Fig. 1: M1 wires
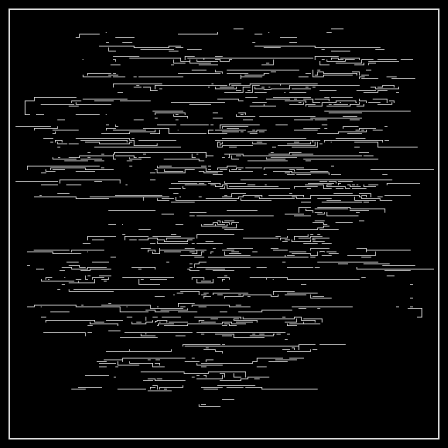
Fig. 2: signal wires on met2
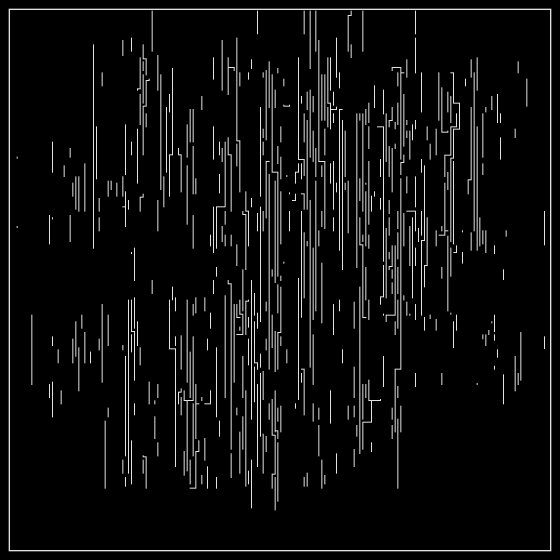
Fig. 3: the metal 3 layer
Scale bar: 20 um.
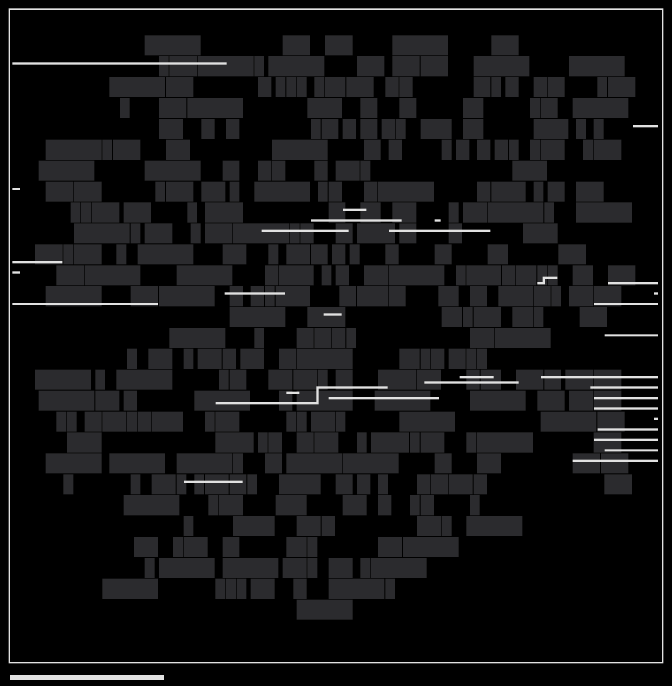
File: src/rtl/game_engine.sv
// Gameplay core: obstacle track, hero jumps, collision/score and the win/lose verdict.
// Optional GAME_SPEEDUP_EN halves the tick period once half the winning score is reached.
module game_engine #(
  parameter int          TICK_DIV   = 12500000,
  parameter logic [2:0]  PLAY_STATE = 3'd3,
  parameter logic [4:0]  JUMP_KEY   = 5'd2,
  parameter int          JUMP_TICKS = 3,
  parameter int          TRACK_LEN  = 8,
  parameter int          WIN_SCORE  = 16
) (
  input  logic                         clk,
  input  logic                         rst_n,
  input  logic [2:0]                   presente,
  input  logic                         keypad_pressed,
  input  logic [4:0]                   key,
  output logic [1:0]                   W_or_L,
  output logic [1:0]                   var_h,
  output logic [3:0]                   tipo_obs,
  output logic [$clog2(TRACK_LEN)-1:0] obs_pos,
  output logic [4:0]                   score
);
  localparam int PW  = $clog2(TRACK_LEN);
  localparam int PSW = (TICK_DIV > 1) ? $clog2(TICK_DIV) : 1;
  localparam int JW  = $clog2(JUMP_TICKS + 1);
  localparam logic [PW-1:0] TOP = PW'(TRACK_LEN - 1);
  localparam logic [JW-1:0] JT  = JW'(JUMP_TICKS);

  typedef enum logic [1:0] {IDLE, RUN, WON, LOST} state_t;

  state_t         state;
  logic [PSW-1:0] prescaler;
  logic [PSW-1:0] term;
  logic [JW-1:0]  jump_cnt;
  logic [7:0]     lfsr;
  logic           key_q;
  logic           tick;
  logic           jreq;
  logic           playing;
  logic [7:0]     lfsr_next;

`ifdef GAME_SPEEDUP_EN
  // The threshold is only crossed on a tick, where the prescaler wraps to 0 anyway,
  // so the first fast tick lands a full half-period after the crossing.
  assign term = (score >= 5'(WIN_SCORE / 2)) ? PSW'(TICK_DIV / 2 - 1) : PSW'(TICK_DIV - 1);
`else
  assign term = PSW'(TICK_DIV - 1);
`endif

  assign playing   = (presente == PLAY_STATE);
  assign tick      = (state == RUN) && (prescaler == term);
  assign jreq      = keypad_pressed && !key_q && (key == JUMP_KEY);
  assign lfsr_next = {lfsr[6:0], lfsr[7] ^ lfsr[5] ^ lfsr[4] ^ lfsr[3]};

  always_ff @(posedge clk) begin
    if (!rst_n) begin
      state     <= IDLE;
      W_or_L    <= 2'b00;
      var_h     <= 2'b00;
      tipo_obs  <= 4'd0;
      obs_pos   <= TOP;
      score     <= 5'd0;
      jump_cnt  <= '0;
      prescaler <= '0;
      lfsr      <= 8'hA5;
      key_q     <= 1'b0;
    end else begin
      key_q <= keypad_pressed;
      case (state)
        IDLE: begin
          prescaler <= '0;
          jump_cnt  <= '0;
          W_or_L    <= 2'b00;
          var_h     <= 2'b00;
          if (playing) begin
            state    <= RUN;
            obs_pos  <= TOP;
            score    <= 5'd0;
            tipo_obs <= lfsr[3:0];
          end
        end
        RUN: begin
          if (!playing) begin
            state     <= IDLE;
            var_h     <= 2'b00;
            jump_cnt  <= '0;
            prescaler <= '0;
          end else if (tick) begin
            prescaler <= '0;
            lfsr      <= lfsr_next;
            // The tick is judged on this cycle's jump_cnt; a same-cycle press only
            // starts a jump afterwards if the hero survives.
            if (jump_cnt != '0) begin
              jump_cnt <= jump_cnt - 1'b1;
              if (jump_cnt == JW'(1)) var_h <= 2'b00;
            end else if (jreq && obs_pos != '0) begin
              jump_cnt <= JT;
              var_h    <= 2'b01;
            end
            if (obs_pos != '0) begin
              obs_pos <= obs_pos - 1'b1;
            end else if (jump_cnt != '0) begin
              score    <= score + 5'd1;
              obs_pos  <= TOP;
              tipo_obs <= lfsr[3:0];
              if (score + 5'd1 == 5'(WIN_SCORE)) begin
                state  <= WON;
                W_or_L <= 2'b01;
                var_h  <= 2'b00;
              end
            end else begin
              state  <= LOST;
              W_or_L <= 2'b10;
              var_h  <= 2'b00;
            end
          end else begin
            prescaler <= prescaler + 1'b1;
            if (jreq && jump_cnt == '0) begin
              jump_cnt <= JT;
              var_h    <= 2'b01;
            end
          end
        end
        WON, LOST: begin
          prescaler <= '0;
          var_h     <= 2'b00;
          if (!playing) begin
            state  <= IDLE;
            W_or_L <= 2'b00;
          end
        end
        default: state <= IDLE;
      endcase
    end
  end
endmodule
File: config.mk
export PLATFORM = sky130hd
export DESIGN_NAME = game_engine
export DESIGN_NICKNAME = d
export VERILOG_FILES = /design/src/rtl/game_engine.sv
export SDC_FILE = /design/constraint.sdc
export NUM_CORES = 1
export LEC_CHECK = 0
export CELL_PAD_IN_SITES_DETAIL_PLACEMENT = 0
export CELL_PAD_IN_SITES_GLOBAL_PLACEMENT = 1
export CORE_MARGIN = 3
export CORE_UTILIZATION = 42
export DETAILED_ROUTE_END_ITERATION = 10
export GPL_TIMING_DRIVEN = 0
export PLACE_DENSITY = 0.82
export REMOVE_ABC_BUFFERS = 1
export SKIP_CTS_REPAIR_TIMING = 1
export SLEW_MARGIN = 10
export SYNTH_ARGS = -nofsm -noshare
export SYNTH_HDL_FRONTEND = slang
export SYNTH_SLANG_ARGS = --single-unit
File: constraint.sdc
create_clock -name clk -period 2.9 [get_ports clk]
set_input_delay 0.29 -clock clk [delete_from_list [all_inputs] [get_ports clk]]
set_output_delay 0.29 -clock clk [all_outputs]
set_load 0.02 [all_outputs]
==> changes_impl.md <==
### Metrics

* Worst r2r path cells at 8
* GP Congestion at 0.796
* Non-clock buffers, area share at 8.60%
* Status: complete, no violations
* Final Hold Viols at 0
* Logic share of the area at about half
* Worst hold start: prescaler[0]
* I/O Buffers at 26
* Flop count at around 53
* GRT Overall Usage at around 16%
* Max_cap viols at 0
* Crit Reg-Reg Startpoint: state[1]
* Synth Area in Compound Gates at between 10 and 15%
* Top routing layer used: met4
* Final #Nets at roughly 350
* Die Ht at between 80 and 90 um
* Internal at roughly 0.99 mW
* Largest net degree at the start of global routing at 25
* Util after Layout at 50.8%
* Largest register FFs at 24
* Synth Flop Type: dfxtp_1
* Clock slew at reported path FFs at ~0.10 ns
* Drt via density at ~5.4
## Picture notes: Fig. 1
nets with wire on the layer: 317
wire length on this layer: 2880 um
share of all routed wire: 51%

## Picture notes: Fig. 2
share of all routed wire: 43%
nets with wire on the layer: 274
longest straight run: 32.0 um
wire length on this layer: 2460 um

## Picture notes: Fig. 3
main direction: horizontal
share of all routed wire: 4.7%
nets with wire on the layer: 28
longest straight run: 27.6 um
wire length on this layer: 265 um
WL final: 5.66 mm
GRT met3 Usage: 3.69%
Via Count: 2175

